<file path="config.mk">
export PLATFORM = sky130hd
export DESIGN_NAME = layer7_weight_sched
export DESIGN_NICKNAME = d
export VERILOG_FILES = /design/src/rtl/cnn_ctrl_pkg.sv /design/src/rtl/counter_cnn.sv /design/src/rtl/layer7_weight_sched.sv
export SDC_FILE = /design/constraint.sdc
export NUM_CORES = 1
export LEC_CHECK = 0
export ABC_AREA = 1
export CORE_ASPECT_RATIO = 1.75
export CORE_MARGIN = 2
export CORE_UTILIZATION = 25
export CTS_BUF_LIST = sky130_fd_sc_hd__clkbuf_4 sky130_fd_sc_hd__clkbuf_8
export CTS_CLUSTER_DIAMETER = 120
export DETAILED_ROUTE_END_ITERATION = 10
export GPL_ROUTABILITY_DRIVEN = 0
export GPL_TIMING_DRIVEN = 0
export SETUP_SLACK_MARGIN = 0.05
export SLEW_MARGIN = 0
export SYNTH_ARGS = -nofsm -noshare
export SYNTH_HDL_FRONTEND = slang
export SYNTH_HIERARCHICAL = 1
export SYNTH_SLANG_ARGS = --single-unit
export TNS_END_PERCENT = 1
</file>
<file path="constraint.sdc">
create_clock -name clk -period 2.1 [get_ports clk]
set_input_delay 0.42 -clock clk [delete_from_list [all_inputs] [get_ports clk]]
set_output_delay 0.42 -clock clk [all_outputs]
set_load 0.1 [all_outputs]
</file>
<file path="src/rtl/cnn_ctrl_pkg.sv">
// Shared types and layer constants for the CNN buffer controllers.
package cnn_ctrl_pkg;

    typedef enum logic [1:0] {
        IDLE   = 2'd0,
        LOAD   = 2'd1,
        LOADED = 2'd2,
        READ   = 2'd3
    } sched_state_e;

    localparam int unsigned L7_WEIGHT_NUM = 400;
    localparam int unsigned L7_LANES      = 8;
    localparam int unsigned L7_READ_WORDS = 25;
    localparam int unsigned L7_ADDR_W     = 16;

endpackage

</file>
<file path="src/rtl/counter_cnn.sv">
// Generic up-counter: clear has priority, keep holds, otherwise increment.
module counter_cnn #(
    parameter int unsigned W = 16
) (
    input  logic         clk,
    input  logic         rst,
    input  logic         clr,
    input  logic         keep,
    output logic [W-1:0] cnt
);

    always_ff @(posedge clk or negedge rst) begin
        if (!rst) begin
            cnt <= '0;
        end else if (clr) begin
            cnt <= '0;
        end else if (!keep) begin
            cnt <= cnt + W'(1);
        end
    end

endmodule

</file>
<file path="src/rtl/layer7_weight_sched.sv">
// Layer-7 weight buffer controller: streams a weight set into the buffer,
// then sequences word reads for the MAC engine with a per-word handshake.
module layer7_weight_sched
    import cnn_ctrl_pkg::*;
#(
    parameter int unsigned WEIGHT_NUM = L7_WEIGHT_NUM,
    parameter int unsigned LANES      = L7_LANES,
    parameter int unsigned READ_WORDS = L7_READ_WORDS,
    parameter int unsigned ADDR_W     = L7_ADDR_W
) (
    input  logic              clk,
    input  logic              rst,
    input  logic              load_start,
    input  logic              in_valid,
    input  logic [15:0]       in_data,
    output logic              in_ready,
    output logic              write_weight_signal,
    output logic [15:0]       write_weight_data,
    output logic [ADDR_W-1:0] write_weight_addr,
    output logic              load_done,
    input  logic              compute_start,
    input  logic              compute_next,
    output logic              read_weight_signal,
    output logic [ADDR_W-1:0] read_weight_addr1,
    output logic [ADDR_W-1:0] read_weight_addr2,
    output logic              weight_valid,
    output logic              compute_done,
    output logic              busy,
    output logic              err_early_start
);

    if ((WEIGHT_NUM % LANES) != 0) begin : g_bad_cfg
        $error("WEIGHT_NUM must be a multiple of LANES");
    end

    sched_state_e      state, state_d;
    logic [ADDR_W-1:0] wcnt, ridx;
    logic              wclr, rclr, rstep;
    logic              hs, accept, wcnt_last, ridx_last;
    logic              in_ready_d, ws_d, load_done_d, rsig_d, wv_d, done_d, busy_d, err_d;
    logic [15:0]       wd_d;
    logic [ADDR_W-1:0] wa_d;

    assign hs        = (state == LOAD) && in_valid && in_ready;
    assign accept    = (state == READ) && weight_valid && compute_next;
    assign wcnt_last = (wcnt == ADDR_W'(WEIGHT_NUM - 1));
    assign ridx_last = (ridx == ADDR_W'(READ_WORDS - 1));

    // Word address goes to both ports; the buffer offsets port 2 by itself.
    assign read_weight_addr1 = ridx;
    assign read_weight_addr2 = ridx;

    counter_cnn #(.W(ADDR_W)) u_wcnt (
        .clk  (clk),
        .rst  (rst),
        .clr  (wclr),
        .keep (!hs),
        .cnt  (wcnt)
    );

    counter_cnn #(.W(ADDR_W)) u_ridx (
        .clk  (clk),
        .rst  (rst),
        .clr  (rclr),
        .keep (!rstep),
        .cnt  (ridx)
    );

    always_comb begin
        state_d    = state;
        in_ready_d = 1'b0;
        ws_d       = hs;
        wd_d       = hs ? in_data : write_weight_data;
        wa_d       = hs ? wcnt : write_weight_addr;
        rsig_d     = 1'b0;
        wv_d       = 1'b0;
        done_d     = 1'b0;
        wclr       = 1'b0;
        rclr       = 1'b0;
        rstep      = 1'b0;
        err_d      = err_early_start
                   | (compute_start && ((state == IDLE) || (state == LOAD)));

        case (state)
            IDLE: begin
                if (load_start) begin
                    state_d    = LOAD;
                    wclr       = 1'b1;
                    in_ready_d = 1'b1;
                end
            end
            LOAD: begin
                // wcnt reaches WEIGHT_NUM in the cycle carrying the last write
                if (wcnt == ADDR_W'(WEIGHT_NUM)) begin
                    state_d = LOADED;
                end else begin
                    in_ready_d = !(hs && wcnt_last);
                end
            end
            LOADED: begin
                if (compute_start) begin
                    state_d = READ;
                    rclr    = 1'b1;
                    rsig_d  = 1'b1;
                end else if (load_start) begin
                    state_d    = LOAD;
                    wclr       = 1'b1;
                    in_ready_d = 1'b1;
                end
            end
            READ: begin
                rsig_d = 1'b1;
                wv_d   = 1'b1;
                if (accept) begin
                    wv_d = 1'b0;
                    if (ridx_last) begin
                        state_d = LOADED;
                        rsig_d  = 1'b0;
                        done_d  = 1'b1;
                        rclr    = 1'b1;
                    end else begin
                        rstep = 1'b1;
                    end
                end
            end
            default: state_d = IDLE;
        endcase

        load_done_d = (state_d == LOADED) || (state_d == READ);
        busy_d      = (state_d == LOAD) || (state_d == READ);
    end

    always_ff @(posedge clk or negedge rst) begin
        if (!rst) begin
            state               <= IDLE;
            in_ready            <= 1'b0;
            write_weight_signal <= 1'b0;
            write_weight_data   <= '0;
            write_weight_addr   <= '0;
            load_done           <= 1'b0;
            read_weight_signal  <= 1'b0;
            weight_valid        <= 1'b0;
            compute_done        <= 1'b0;
            busy                <= 1'b0;
            err_early_start     <= 1'b0;
        end else begin
            state               <= state_d;
            in_ready            <= in_ready_d;
            write_weight_signal <= ws_d;
            write_weight_data   <= wd_d;
            write_weight_addr   <= wa_d;
            load_done           <= load_done_d;
            read_weight_signal  <= rsig_d;
            weight_valid        <= wv_d;
            compute_done        <= done_d;
            busy                <= busy_d;
            err_early_start     <= err_d;
        end
    end

endmodule

</file>
### Routed metal, one colour a layer

The bar under the picture is 20 um long. Two of the layers only.
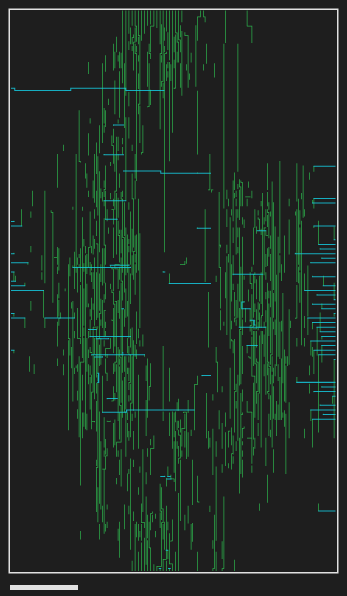
legend:
  met3:
    colour: cyan
    wire_length: 469 um
  met2:
    colour: green
    wire_length: 5,850 um
gr usage total: 0.130
Routed WL per cell: 13.4 um
Vias: 3,475
final wirelength: 10,500 um

### Cells coloured by class

Fill, decap, tap and diode cells in grey.
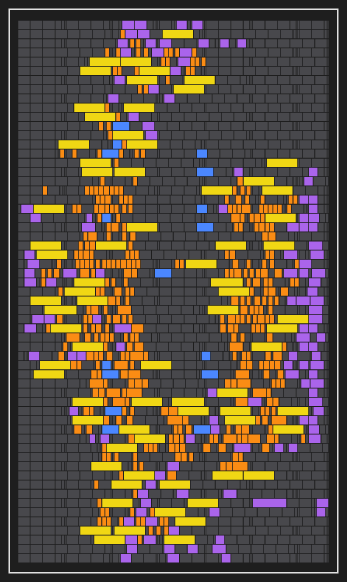
legend:
  all other logic:
    colour: orange
    cells: 382
  flip-flops:
    colour: yellow
    cells: 73
  clock drivers and dummy loads:
    colour: blue
    cells: 16
  other buffers and delay cells:
    colour: purple
    cells: 128
core area: 14,800 um^2
fraction of area in registers: 0.354
num rows: 59
fin util: 0.350
fin area: 5170 um^2

### Cell placement

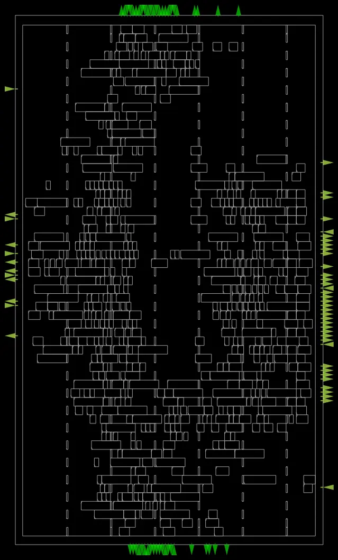
tap cell count: 183
Flop Count: 73

==> impl_metrics.toml <==
# physical design summary
[logic_synthesis]
synth_cell_types = 30
yosysTopAreaCell = "dfrtp_1"
ys_seq_frac = 0.486
syn_inst = 479

[route]
route.detailed.drc = 0
avgViaCountPerCell = 4.44

[status]
status = "finished clean"

[worst_setup_path]
end_kind = "primary output"
critPathArrivalTime_ns = 1.58

[timing]
setup-violations-final = 0
holdWs_ns = 0.427
fin_skew_ns = 0.0136

[floorplan]
fp-utilization = 0.255
dieHeight_um = 166
io_pins = 94

[placed_design]
placed_area_um2 = 4950

[cts]
cts_buffers = 9
cts_root_buffer = "clkbuf_8"
htree_levels = 3

[final_layout]
nFillCells = 1573

[global_routing]
antenna_found_initial = 0

[job]
cap_violations = 0

[pwr]
total_leakage_power_nw = 2.69
## where the power goes
group / internal, W / total [W] / leakage (nW) / switching (W)
combinational: 0.000255 / 0.00117 / 1.68 / 0.000919
clock: 0.000481 / 0.00105 / 0.0856 / 0.000568
sequential: 0.00155 / 0.00171 / 0.921 / 0.000157
total: 0.00229 / 0.00393 / 2.69 / 0.00164
## layout by cell type, fill, tap and decap left out, types with 2 or more instances in the layout
cell type,count
and3_1,4
clkdlybuf4s15_1,5
inv_2,8
ha_1,2
nand2_2,7
nand4_1,5
nor2_2,8
buf_4,44
a21oi_1,20
clkdlybuf4s50_1,20
dfrtp_2,3
a31oi_1,2
clkdlybuf4s15_2,17
nand2_4,4
o21bai_1,5
inv_1,36
clkbuf_8,12
nand3_2,5
o21ai_0,14
clkinvlp_4,3
nand2_1,158
nor2_1,62
dfrtp_1,70
buf_2,2
nand3_1,25
buf_6,2
dlygate4sd2_1,34
nor3_1,3
nor2_4,7
## synthesized netlist by cell type
cell / count
nand2_2: 6
nand3b_1: 1
nand2_1: 159
nand2_4: 4
nor2_1: 67
buf_4: 18
and3_1: 4
o21ai_1: 1
nand3_2: 5
nor2_4: 7
a31oi_1: 2
inv_2: 8
dfrtp_1: 73
nor4_2: 1
nand4_1: 5
buf_2: 2
inv_4: 1
inv_1: 36
ha_1: 2
nand3_1: 25
clkbuf_8: 2
o21bai_1: 5
o21ai_0: 14
a211oi_1: 1
buf_6: 2
nor3_1: 3
a21oi_1: 20
a22oi_1: 1
nor2_2: 3
a21o_1: 1
## layout make-up
cell class / count / area share
sequential: 73 / 0.354
multi-input combinational: 337 / 0.307
timing repair buffer: 104 / 0.188
tap: 183 / 0.0443
buffer: 24 / 0.0377
inverter: 45 / 0.0331
clock buffer: 11 / 0.0281
clock inverter: 5 / 0.00774
No activity file was given, so power comes from the tool's default toggle rates.
